$ cat src/rtl/spike_event_reader_if.sv
// ----------------------------------------------------------------------------
// spike_fifo_if
// Read-side handshake between the SNN output spike FIFO and its consumer.
//   snn_event_n      FIFO empty flag (low = at least one event pending)
//   neuron_addr_out  FIFO read data, valid the cycle after snn_ren is sampled
//   snn_ren          one-cycle read-enable pulse, pops one entry
// Modports:
//   master  the consumer (spike_event_reader): drives snn_ren
//   slave   the FIFO: drives the empty flag and read data
// ----------------------------------------------------------------------------
interface spike_fifo_if;
    logic       snn_event_n;
    logic [3:0] neuron_addr_out;
    logic       snn_ren;

    modport master (
        input  snn_event_n,
        input  neuron_addr_out,
        output snn_ren
    );

    modport slave (
        output snn_event_n,
        output neuron_addr_out,
        input  snn_ren
    );
endinterface

$ cat src/rtl/spike_event_reader.sv
// ----------------------------------------------------------------------------
// spike_event_reader
// Pops neuron-address spike events from the SNN output FIFO (two-cycle read
// handshake), keeps a saturating spike count per output neuron, and at the
// end of each classification window scans the 16 counts, reports the winner
// and clears the counts. A host port reads any neuron's count at any time.
//
// Ports:
//   clock         system clock, rising edge
//   reset         asynchronous, active-high
//   fifo          spike_fifo_if.master (snn_event_n, neuron_addr_out, snn_ren)
//   enable        low: no new reads issued, window counter holds
//   rd_addr       host readout neuron select
//   rd_count      count of neuron rd_addr, one cycle latency
//   winner        highest-count neuron of the last window (lowest index on tie)
//   winner_count  count of winner
//   no_spikes     every count was zero in the last window
//   result_valid  one-cycle pulse when winner/winner_count/no_spikes update
// ----------------------------------------------------------------------------
module spike_event_reader #(
    parameter int WINDOW_CYCLES = 1024,
    parameter int COUNT_W       = 8
) (
    input  logic               clock,
    input  logic               reset,
    spike_fifo_if.master       fifo,
    input  logic               enable,
    input  logic [3:0]         rd_addr,
    output logic [COUNT_W-1:0] rd_count,
    output logic [3:0]         winner,
    output logic [COUNT_W-1:0] winner_count,
    output logic               no_spikes,
    output logic               result_valid
);
    localparam int                 N_NEURONS = 16;
    localparam int                 WIN_W     = $clog2(WINDOW_CYCLES);
    localparam logic [WIN_W-1:0]   WIN_LAST  = WIN_W'(WINDOW_CYCLES - 1);
    localparam logic [COUNT_W-1:0] CNT_MAX   = '1;

    typedef enum logic [2:0] {
        IDLE,
        READ,
        CAPTURE,
        EVAL,
        DONE
    } state_t;

    state_t             state_q, state_d;
    logic [WIN_W-1:0]   win_q, win_d;
    logic               pending_q, pending_d;
    logic [COUNT_W-1:0] cnt_q [N_NEURONS];
    logic [3:0]         eval_idx_q;
    logic [COUNT_W-1:0] max_q;
    logic [3:0]         max_idx_q;
    logic [COUNT_W-1:0] rd_count_q;
    logic [3:0]         winner_q;
    logic [COUNT_W-1:0] winner_count_q;
    logic               no_spikes_q;
    logic               result_valid_q;

    // Combinational from state so an asynchronous reset drops it immediately.
    assign fifo.snn_ren = (state_q == READ);

    assign rd_count     = rd_count_q;
    assign winner       = winner_q;
    assign winner_count = winner_count_q;
    assign no_spikes    = no_spikes_q;
    assign result_valid = result_valid_q;

    always_comb begin
        state_d   = state_q;
        win_d     = win_q;
        pending_d = pending_q;

        // Window time only advances while the reader is in its event loop;
        // the evaluation pass does not eat into the next window.
        if (enable && (state_q == IDLE || state_q == READ || state_q == CAPTURE)) begin
            if (win_q == WIN_LAST) begin
                win_d     = '0;
                pending_d = 1'b1;
            end else begin
                win_d = win_q + 1'b1;
            end
        end

        case (state_q)
            IDLE: begin
                // A pending window end wins over a waiting event, so events
                // stay queued in the FIFO until the next window.
                if (pending_q) begin
                    state_d = EVAL;
                end else if (enable && !fifo.snn_event_n) begin
                    state_d = READ;
                end
            end
            READ:    state_d = CAPTURE;
            CAPTURE: state_d = IDLE;
            EVAL: begin
                if (eval_idx_q == 4'd15) begin
                    state_d = DONE;
                end
            end
            DONE: begin
                state_d   = IDLE;
                pending_d = 1'b0;
            end
            default: state_d = IDLE;
        endcase
    end

    always_ff @(posedge clock or posedge reset) begin
        if (reset) begin
            state_q        <= IDLE;
            win_q          <= '0;
            pending_q      <= 1'b0;
            eval_idx_q     <= '0;
            max_q          <= '0;
            max_idx_q      <= '0;
            rd_count_q     <= '0;
            winner_q       <= '0;
            winner_count_q <= '0;
            no_spikes_q    <= 1'b0;
            result_valid_q <= 1'b0;
            for (int i = 0; i < N_NEURONS; i++) begin
                cnt_q[i] <= '0;
            end
        end else begin
            state_q        <= state_d;
            win_q          <= win_d;
            pending_q      <= pending_d;
            // Registered one cycle after DONE so it lines up with the new result.
            result_valid_q <= (state_q == DONE);
            // Sampled before the DONE clear lands: a read issued in DONE
            // returns the pre-clear count.
            rd_count_q     <= cnt_q[rd_addr];

            case (state_q)
                IDLE: begin
                    // Seed the scan with neuron 0; EVAL cycle 0 then compares
                    // it against itself and never replaces it.
                    eval_idx_q <= '0;
                    max_q      <= cnt_q[0];
                    max_idx_q  <= '0;
                end
                CAPTURE: begin
                    if (cnt_q[fifo.neuron_addr_out] != CNT_MAX) begin
                        cnt_q[fifo.neuron_addr_out] <= cnt_q[fifo.neuron_addr_out] + 1'b1;
                    end
                end
                EVAL: begin
                    // Strictly greater only: lowest index wins a tie.
                    if (cnt_q[eval_idx_q] > max_q) begin
                        max_q     <= cnt_q[eval_idx_q];
                        max_idx_q <= eval_idx_q;
                    end
                    eval_idx_q <= eval_idx_q + 1'b1;
                end
                DONE: begin
                    winner_q       <= max_idx_q;
                    winner_count_q <= max_q;
                    no_spikes_q    <= (max_q == '0);
                    for (int i = 0; i < N_NEURONS; i++) begin
                        cnt_q[i] <= '0;
                    end
                end
                default: ;
            endcase
        end
    end
endmodule

$ cat src/flat_wrapper.sv
// flat-port wrapper written by rule: the top's interface ports become plain ports
module spike_event_reader_flat 
#(
    parameter int WINDOW_CYCLES = 1024,
    parameter int COUNT_W       = 8
)
  (clock, reset, enable, rd_addr, rd_count, winner, winner_count, no_spikes, result_valid, fifo_snn_event_n, fifo_neuron_addr_out, fifo_snn_ren);
  spike_fifo_if fifo_i ();
  input  logic clock;
  input  logic reset;
  input  logic enable;
  input  logic [3:0] rd_addr;
  output logic [COUNT_W-1:0] rd_count;
  output logic [3:0] winner;
  output logic [COUNT_W-1:0] winner_count;
  output logic no_spikes;
  output logic result_valid;
  input wire logic [$bits(fifo_i.snn_event_n)-1:0] fifo_snn_event_n;
  input wire logic [$bits(fifo_i.neuron_addr_out)-1:0] fifo_neuron_addr_out;
  output wire logic [$bits(fifo_i.snn_ren)-1:0] fifo_snn_ren;
  assign fifo_i.snn_event_n = fifo_snn_event_n;
  assign fifo_i.neuron_addr_out = fifo_neuron_addr_out;
  assign fifo_snn_ren = fifo_i.snn_ren;
  spike_event_reader #(.WINDOW_CYCLES(WINDOW_CYCLES), .COUNT_W(COUNT_W)) u_core (.clock(clock), .reset(reset), .fifo(fifo_i), .enable(enable), .rd_addr(rd_addr), .rd_count(rd_count), .winner(winner), .winner_count(winner_count), .no_spikes(no_spikes), .result_valid(result_valid));
endmodule
$ cat config.mk
export PLATFORM = sky130hd
export DESIGN_NAME = spike_event_reader_flat
export DESIGN_NICKNAME = d
export VERILOG_FILES = /design/src/rtl/spike_event_reader_if.sv /design/src/rtl/spike_event_reader.sv /design/src/flat_wrapper.sv
export SDC_FILE = /design/constraint.sdc
export NUM_CORES = 1
export LEC_CHECK = 0
export ABC_AREA = 1
export CAP_MARGIN = 20
export CELL_PAD_IN_SITES_DETAIL_PLACEMENT = 0
export CELL_PAD_IN_SITES_GLOBAL_PLACEMENT = 1
export CORE_MARGIN = 4
export CORE_UTILIZATION = 30
export CTS_CLUSTER_DIAMETER = 60
export DETAILED_ROUTE_END_ITERATION = 16
export GPL_ROUTABILITY_DRIVEN = 0
export PLACE_DENSITY_LB_ADDON = 0.3
export SYNTH_ARGS = -nofsm -noshare
export SYNTH_HDL_FRONTEND = slang
export SYNTH_SLANG_ARGS = --single-unit
$ cat constraint.sdc
create_clock -name clock -period 6.1 [get_ports clock]
set_input_delay 0.61 -clock clock [delete_from_list [all_inputs] [get_ports clock]]
set_output_delay 0.61 -clock clock [all_outputs]
set_load 0.05 [all_outputs]
==> flow_summary.json <==
{
  "nets": 1726,
  "drt-met1-wl_um": 20940,
  "endpoint_kind": "register",
  "slew_headroom_pct": 24.25,
  "outcome": "completed",
  "min_from": "u_core.max_idx_q[3]",
  "postCtsSetupBuffers": 0,
  "crit_buf_inv": 2,
  "r2r_end": "u_core.max_q[6]",
  "simple_gate_share_pct": 35.43,
  "edf_count": 0,
  "wl_met3_um": 3064,
  "place_inst": 2202,
  "p_switching_w": 0.001793,
  "grt_pass1_vias": 10829,
  "top_area_share_pct": 38.39,
  "largest_class": "logic gates",
  "synth.avg_cell_area_sq_um": 6.778,
  "grt_pass1_wl_um": 69830,
  "synth_area_sq_mm": 0.01173,
  "final_antenna_net_count": 0,
  "final_area_sq_mm": 0.01290,
  "worst_ep_required_time_ns": 6.42,
  "diodes": 0,
  "yosysChipArea_sq_mm": 0.01173,
  "internal_power_w": 0.002420,
  "synthMuxAreaShare_pct": 1.194,
  "endpoint": "u_core.max_q[6]",
  "drive_gt1_share_pct": 5.018,
  "ys_sh_aoi_pct": 14.44,
  "setup-violations-final": 0,
  "numCtsBuffers": 17,
  "synth_cell_type_count": 40,
  "drt-pass1-iter-count": 5,
  "comb_power_share_pct": 34.8,
  "log.warning_count": 28,
  "ys_seq_share_pct": 38.39,
  "ir_worst_vdd_v": 0.0001589,
  "pg_clk_w": 0.00113,
  "nWellTaps": 518,
  "clkSinkCount": 180,
  "syn_to_final_growth_pct": 9.929,
  "cts-root-buf": "clkbuf_16",
  "yosysWarnings": 0,
  "slowest_stage": "dfrtp_4",
  "cap_violations": 0,
  "p_per_area_mw_per_mm2": 326.7,
  "clock.fmax_mhz": 243.6,
  "swShare_pct": 42.56,
  "nNonClkInverters": 137,
  "r2r_start": "u_core.eval_idx_q[0]",
  "min-delay-path-class": "reg -> reg",
  "hold_viol": 0,
  "synthTopCellsByCount": "672 x nand2_1, 190 x nand3_1, 180 x dfrtp_1",
  "logic_gates": 1317,
  "pre_cts_slack_ns": 1.748,
  "reg2reg_setup_slack_ns": 2.00,
  "yosysMostFrequentCell": "nand2_1",
  "power.group.top": "sequential cells",
  "logic_family": "simple AND/OR/NAND/NOR gates",
  "cts_resized": 0,
  "drc": 0,
  "crit_type": "reg -> reg",
  "ys_cells": 1731,
  "start_kind": "register",
  "overflow": 0,
  "vias_per_cell": 5.172,
  "path_clk_slew_ns": 0.07,
  "synth_flops": 180,
  "floorplan.nets": 1754,
  "crit_chain": "buf_4 > a21oi_1 > o21ai_0 > nand3_1 > nand3_1 > nand3_1 > ha_1 > nand2_1 > o21a_1 > o221ai_1 > nand2_1 > nand2_1 > inv_1 > nand2_1 > o21ai_0"
}
==> registers in the layout (all words and copies together), names as in the netlist <==
name,cells
u_core.cnt_q,128
u_core.pending_q,1
u_core.eval_idx_q,4
u_core.win_q,10
u_core.no_spikes,1
u_core.rd_count,8
u_core.state_q,3
u_core.winner,4
u_core.max_idx_q,4
u_core.winner_count,8
u_core.max_q,8
u_core.result_valid,1
==> tightest hold or removal path: stages (launching register included) <==
cell and delay, ns:
dfrtp_1 0.34, nand2_1 0.05, nand2_1 0.04
==> cells by family (layout without fill, tap and decap cells) <==
| family | after synthesis | after routing |
|---|---|---|
| simple gates | 971 | 971 |
| compound gates | 315 | 315 |
| buf+inv | 234 | 217 |
| flops | 180 | 180 |
| mux | 14 | 14 |
| fa+ha+maj | 11 | 11 |
| xor+xnor | 6 | 6 |
I/O pins on the die edge:
Drawn at 2 px/um. Pins as bars across the die edge, other pins in gray.
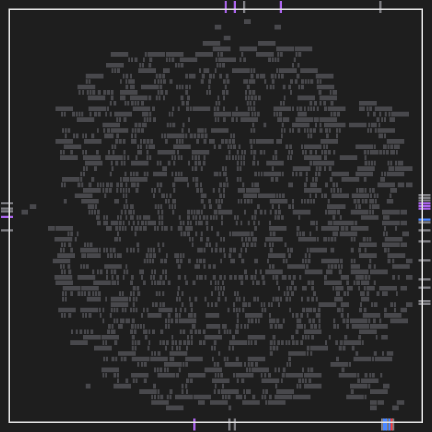
Key: purple = `rd_count` [pins 8, direction output, edge 3 north, 3 east, 1 south, 1 west]; blue = `winner` [pins 4, direction output, edge 3 south, 1 east]; red = `reset` [pins 1, direction input, edge south]
I/O Buffers: 34
Die X: 205.8 um

M2 wires:
Drawn at 2 px/um.
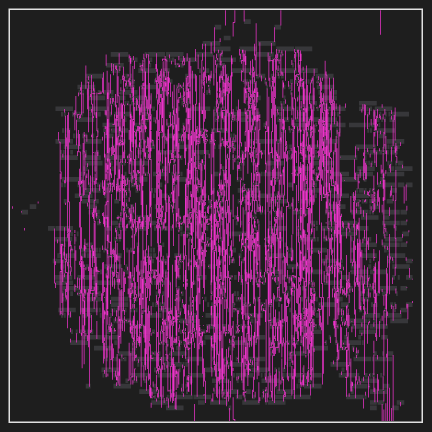
The longest straight run is 97.2 um. 1,221 nets have wire on it. The wires run mostly vertical. The layer carries 20.5 mm of wire. The layer holds 45% of the routed length.
WL final: 45,620 um
via count: 11,543
met2 usage: 33.68%

Signal metal coverage by tile:
Drawn at 2 px/um. 21 x 21 tiles, from dark blue (low) to red (high), scaled to the fullest tile. Values are wire area over tile area, all layers added.
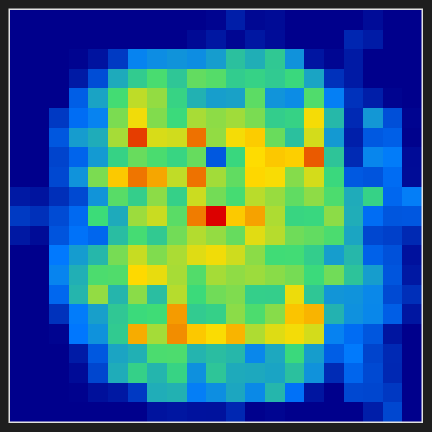
The mean over all tiles is 0.17. The densest ninth of the die: center. 27% of the tiles are over half the peak. The fullest tile reaches 0.56. 23% of the tiles are nearly empty.
DR WL/cell: 20.44 um
GRT Total Usage: 21.80%

Routing congestion map:
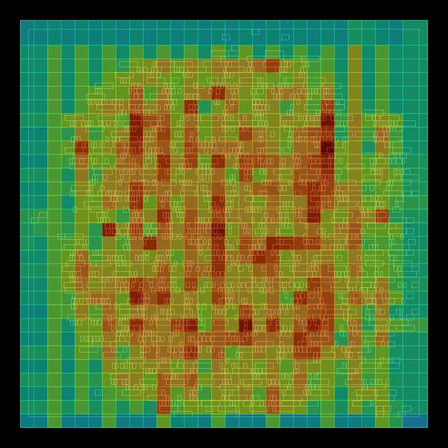
busiest grt layer: met2
M1 GR Usage: 31.13%
final core occ: 33.37%
GR Layer Usage met3: 3.735%

